### Drive-strength map, run 1

Scale: 4 px per um.
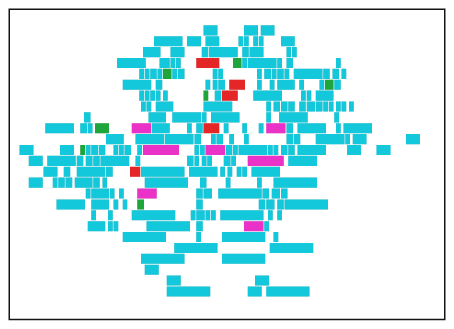
### Signal wires on met2, run 1

Scale: 2 px per um. Cells faint in the background.
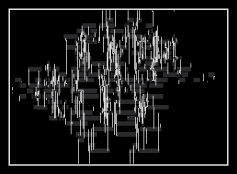
### Congestion heat map, run 1

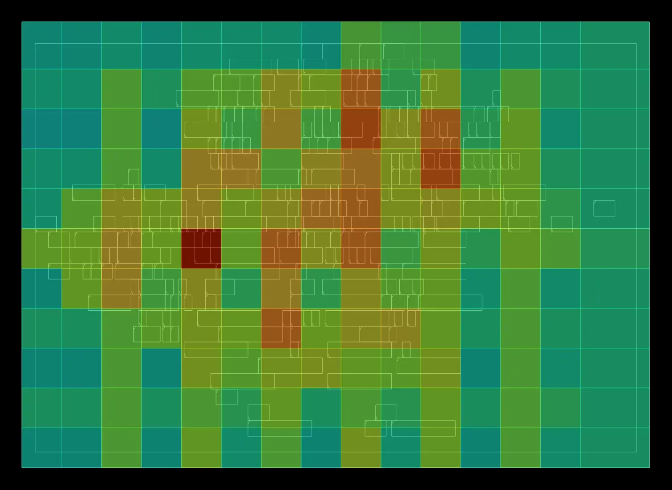
File: src/rtl/job_dispatcher.sv
// Job dispatcher: buffers tagged requests, starts one worker job at a time and
// returns a completion record per job, ended either by the worker or a watchdog.
module job_dispatcher #(
  parameter int unsigned DEPTH          = 4,
  parameter int unsigned TAG_W          = 4,
  parameter int unsigned TIMEOUT_CYCLES = 16
) (
  input  logic                           clk_i,
  input  logic                           rst_i,
  input  logic                           req_valid_i,
  output logic                           req_ready_o,
  input  logic [TAG_W-1:0]               req_tag_i,
  output logic                           start_o,
  input  logic                           worker_busy_i,
  input  logic                           worker_done_i,
  output logic                           cpl_valid_o,
  input  logic                           cpl_ready_i,
  output logic [TAG_W-1:0]               cpl_tag_o,
  output logic                           cpl_timeout_o,
  output logic [$clog2(DEPTH+1)-1:0]     pending_o,
  output logic                           idle_o
);

  localparam int unsigned PTR_W = $clog2(DEPTH);
  localparam int unsigned CNT_W = $clog2(DEPTH + 1);
  localparam int unsigned WD_W  = $clog2(TIMEOUT_CYCLES + 1);

  typedef enum logic [1:0] {
    S_IDLE,
    S_START,
    S_WAIT,
    S_CPL
  } state_t;

  state_t             state;
  logic [TAG_W-1:0]   mem [DEPTH];
  logic [PTR_W-1:0]   wr_ptr;
  logic [PTR_W-1:0]   rd_ptr;
  logic [CNT_W-1:0]   count;
  logic [WD_W-1:0]    wdog;
  logic [TAG_W-1:0]   job_tag;
  logic               push;
  logic               pop;

  assign req_ready_o = (count != CNT_W'(DEPTH));
  assign push        = req_valid_i && req_ready_o;
  assign pop         = (state == S_IDLE) && (count != '0) && !worker_busy_i && !worker_done_i;
  assign pending_o   = count;
  assign idle_o      = (state == S_IDLE) && (count == '0);

  // Storage is not reset; only pointers and occupancy define its contents.
  always_ff @(posedge clk_i) begin
    if (rst_i) begin
      wr_ptr <= '0;
      rd_ptr <= '0;
      count  <= '0;
    end else begin
      if (push) begin
        mem[wr_ptr] <= req_tag_i;
        wr_ptr      <= wr_ptr + PTR_W'(1);
      end
      if (pop) begin
        rd_ptr <= rd_ptr + PTR_W'(1);
      end
      case ({push, pop})
        2'b10:   count <= count + CNT_W'(1);
        2'b01:   count <= count - CNT_W'(1);
        default: count <= count;
      endcase
    end
  end

  // job_tag holds the in-flight tag; cpl_tag_o is loaded only when the job
  // ends, so it keeps the previous completion's value while the next job runs.
  always_ff @(posedge clk_i) begin
    if (rst_i) begin
      state         <= S_IDLE;
      wdog          <= '0;
      job_tag       <= '0;
      start_o       <= 1'b0;
      cpl_valid_o   <= 1'b0;
      cpl_tag_o     <= '0;
      cpl_timeout_o <= 1'b0;
    end else begin
      start_o <= 1'b0;
      case (state)
        S_IDLE: begin
          if (pop) begin
            job_tag <= mem[rd_ptr];
            wdog    <= '0;
            start_o <= 1'b1;
            state   <= S_START;
          end
        end
        S_START: begin
          state <= S_WAIT;
        end
        S_WAIT: begin
          if (worker_done_i) begin
            cpl_tag_o     <= job_tag;
            cpl_timeout_o <= 1'b0;
            cpl_valid_o   <= 1'b1;
            state         <= S_CPL;
          end else if (wdog == WD_W'(TIMEOUT_CYCLES - 1)) begin
            cpl_tag_o     <= job_tag;
            cpl_timeout_o <= 1'b1;
            cpl_valid_o   <= 1'b1;
            state         <= S_CPL;
          end else begin
            wdog <= wdog + WD_W'(1);
          end
        end
        S_CPL: begin
          if (cpl_ready_i) begin
            cpl_valid_o <= 1'b0;
            state       <= S_IDLE;
          end
        end
        default: begin
          wdog        <= '0;
          cpl_valid_o <= 1'b0;
          state       <= S_IDLE;
        end
      endcase
    end
  end

endmodule

File: config.mk
export PLATFORM = sky130hd
export DESIGN_NAME = job_dispatcher
export DESIGN_NICKNAME = d
export VERILOG_FILES = /design/src/rtl/job_dispatcher.sv
export SDC_FILE = /design/constraint.sdc
export NUM_CORES = 1
export LEC_CHECK = 0
export ABC_AREA = 1
export CAP_MARGIN = 20
export CORE_ASPECT_RATIO = 0.7
export CORE_MARGIN = 2
export CORE_UTILIZATION = 25
export DETAILED_ROUTE_END_ITERATION = 12
export SETUP_SLACK_MARGIN = 0.1
export SYNTH_ARGS = -nofsm -noshare
export SYNTH_HDL_FRONTEND = slang
export SYNTH_SLANG_ARGS = --single-unit
File: constraint.sdc
create_clock -name clk_i -period 3.35 [get_ports clk_i]
set_input_delay 1.005 -clock clk_i [delete_from_list [all_inputs] [get_ports clk_i]]
set_output_delay 1.005 -clock clk_i [all_outputs]
set_load 0.03 [all_outputs]
==> qor.csv, run 1 <==
stage,metric,value,unit
final_layout,inverters,28,
power,p_clk,0.408,mW
clock_network,cts_made_buffers,5,
worst_setup_path,worstSetupPathDepth,5,
power,switching_share,33.1,%
status,outcome,"complete, no violations",
clock_network,cts-resized-gates,0,
final_timing,skew,6.07,ps
logic_synthesis,adder_share,8.25,%
logic_synthesis,synthArstFlopShare,0,%
final_layout,top_register,mem,
power,seqPwrFrac,42.2,%
drt,wl_per_cell,11.2,um
final_timing,setup_tns,0,ps
hold_path,hold_class,reg -> reg,
power,clkPwrFrac,28.5,%
worst_setup_path,r2r_cells,13,
logic_synthesis,topCombFamilyByArea,simple AND/OR/NAND/NOR gates,
hold_path,worstHoldPathCells,2,
final_layout,lay_top_count,nor2_1,
final_layout,final_nets,264,
drt,ant_nets,0,
final_layout,num-clock-buffers,7,
clock_network,hold_buffers,0,
final_timing,rsz0062_at_grt,no,
## Picture notes: 'Drive-strength map'
- cyan: _0 and _1 cells (cells 224; share 92%)
- magenta: _6 and larger (cells 7; share 2.9%)
- red: _3 and _4 cells (cells 5; share 2.1%)
- green: _2 cells (cells 7; share 2.9%)

## Picture notes: 'Signal wires on met2'
- share of all routed wire: 44%
- longest straight run: 23.1 um
- nets with wire on the layer: 194
vias: 1443
WL final: 3830 um
met2 usage: 15.6%

## Picture notes: 'Congestion heat map'
met3 Use GR: 2.55%
grt peak-use layer: met2

==> inputs of run 2 (changes only) <==
Settings changed: CORE_UTILIZATION 25 to 50, PLACE_DENSITY set to 0.72.
==> run 2 against run 1 <==
Against the previous run:
- final cell count down 14%
- critical endpoint unchanged
- clock skew down 2.0 ps
- sequential share of layout area up 1.4 points
- die area down 48%
==> qor.csv, run 2 <==
stage,metric,value,unit,change
clock_network,cts_made_buffers,5,,unchanged
final_timing,rsz0062_at_grt,no,,unchanged
drt,ant_nets,0,,unchanged
logic_synthesis,adder_share,8.25,%,unchanged
global_route,antenna_found_initial,0,,unchanged
final_layout,inverters,28,,unchanged
final_timing,setup_tns,0,ps,unchanged
drt,wl_per_cell,12.1,um,was 11.2 um
final_layout,num-clock-buffers,5,,was 7
clock_network,hold_buffers,0,,unchanged
logic_synthesis,topCombFamilyByArea,simple AND/OR/NAND/NOR gates,,unchanged
final_timing,skew,4.03,ps,was 6.07 ps
global_route,top_usage_layer,met1,,was met2
worst_setup_path,r2r_cells,13,,unchanged
hold_path,worstHoldPathCells,2,,unchanged
status,outcome,"complete, no violations",,unchanged
power,p_clk,0.394,mW,was 0.408 mW
power,switching_share,33.5,%,was 33.1%
power,seqPwrFrac,42.8,%,was 42.2%
clock_network,cts-resized-gates,0,,unchanged
final_layout,lay_top_count,nor2_1,,unchanged
worst_setup_path,path_buffers,3,,unchanged
power,clkPwrFrac,27.9,%,was 28.5%
logic_synthesis,synthArstFlopShare,0,%,unchanged
final_layout,final_nets,264,,unchanged
### Signal wires on met2, run 2

Scale: 4 px per um. Cells faint in the background.
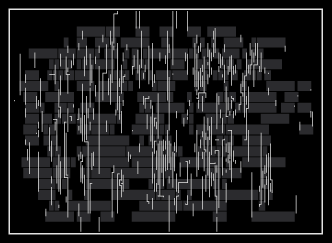
- nets with wire on the layer: 190
- wire length on this layer: 1390 um
- main direction: vertical
- longest straight run: 26.9 um
- share of all routed wire: 39%
WL final: 3540 um
vias: 1431
met2 usage: 23.6%

### Logic cells by family, run 2

Scale: 6 px per um.
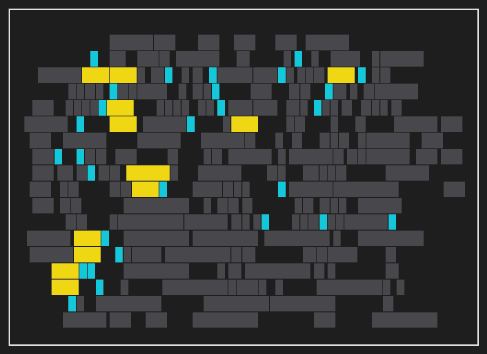
- yellow: adder and majority cells (cells 12)
- cyan: inverters (cells 28)

### Drive-strength map, run 2

Scale: 6 px per um.
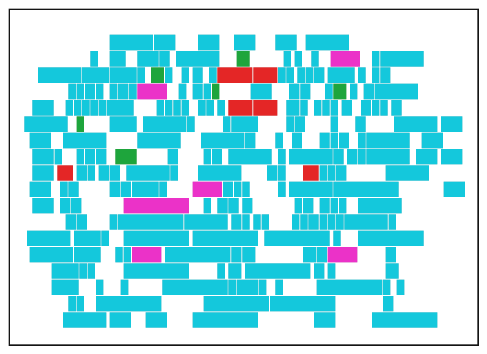
- green: _2 cells (cells 6; share 2.5%)
- red: _3 and _4 cells (cells 6; share 2.5%)
- magenta: _6 and larger (cells 6; share 2.5%)
- cyan: _0 and _1 cells (cells 225; share 93%)

No activity file was given, so power comes from the tool's default toggle rates.
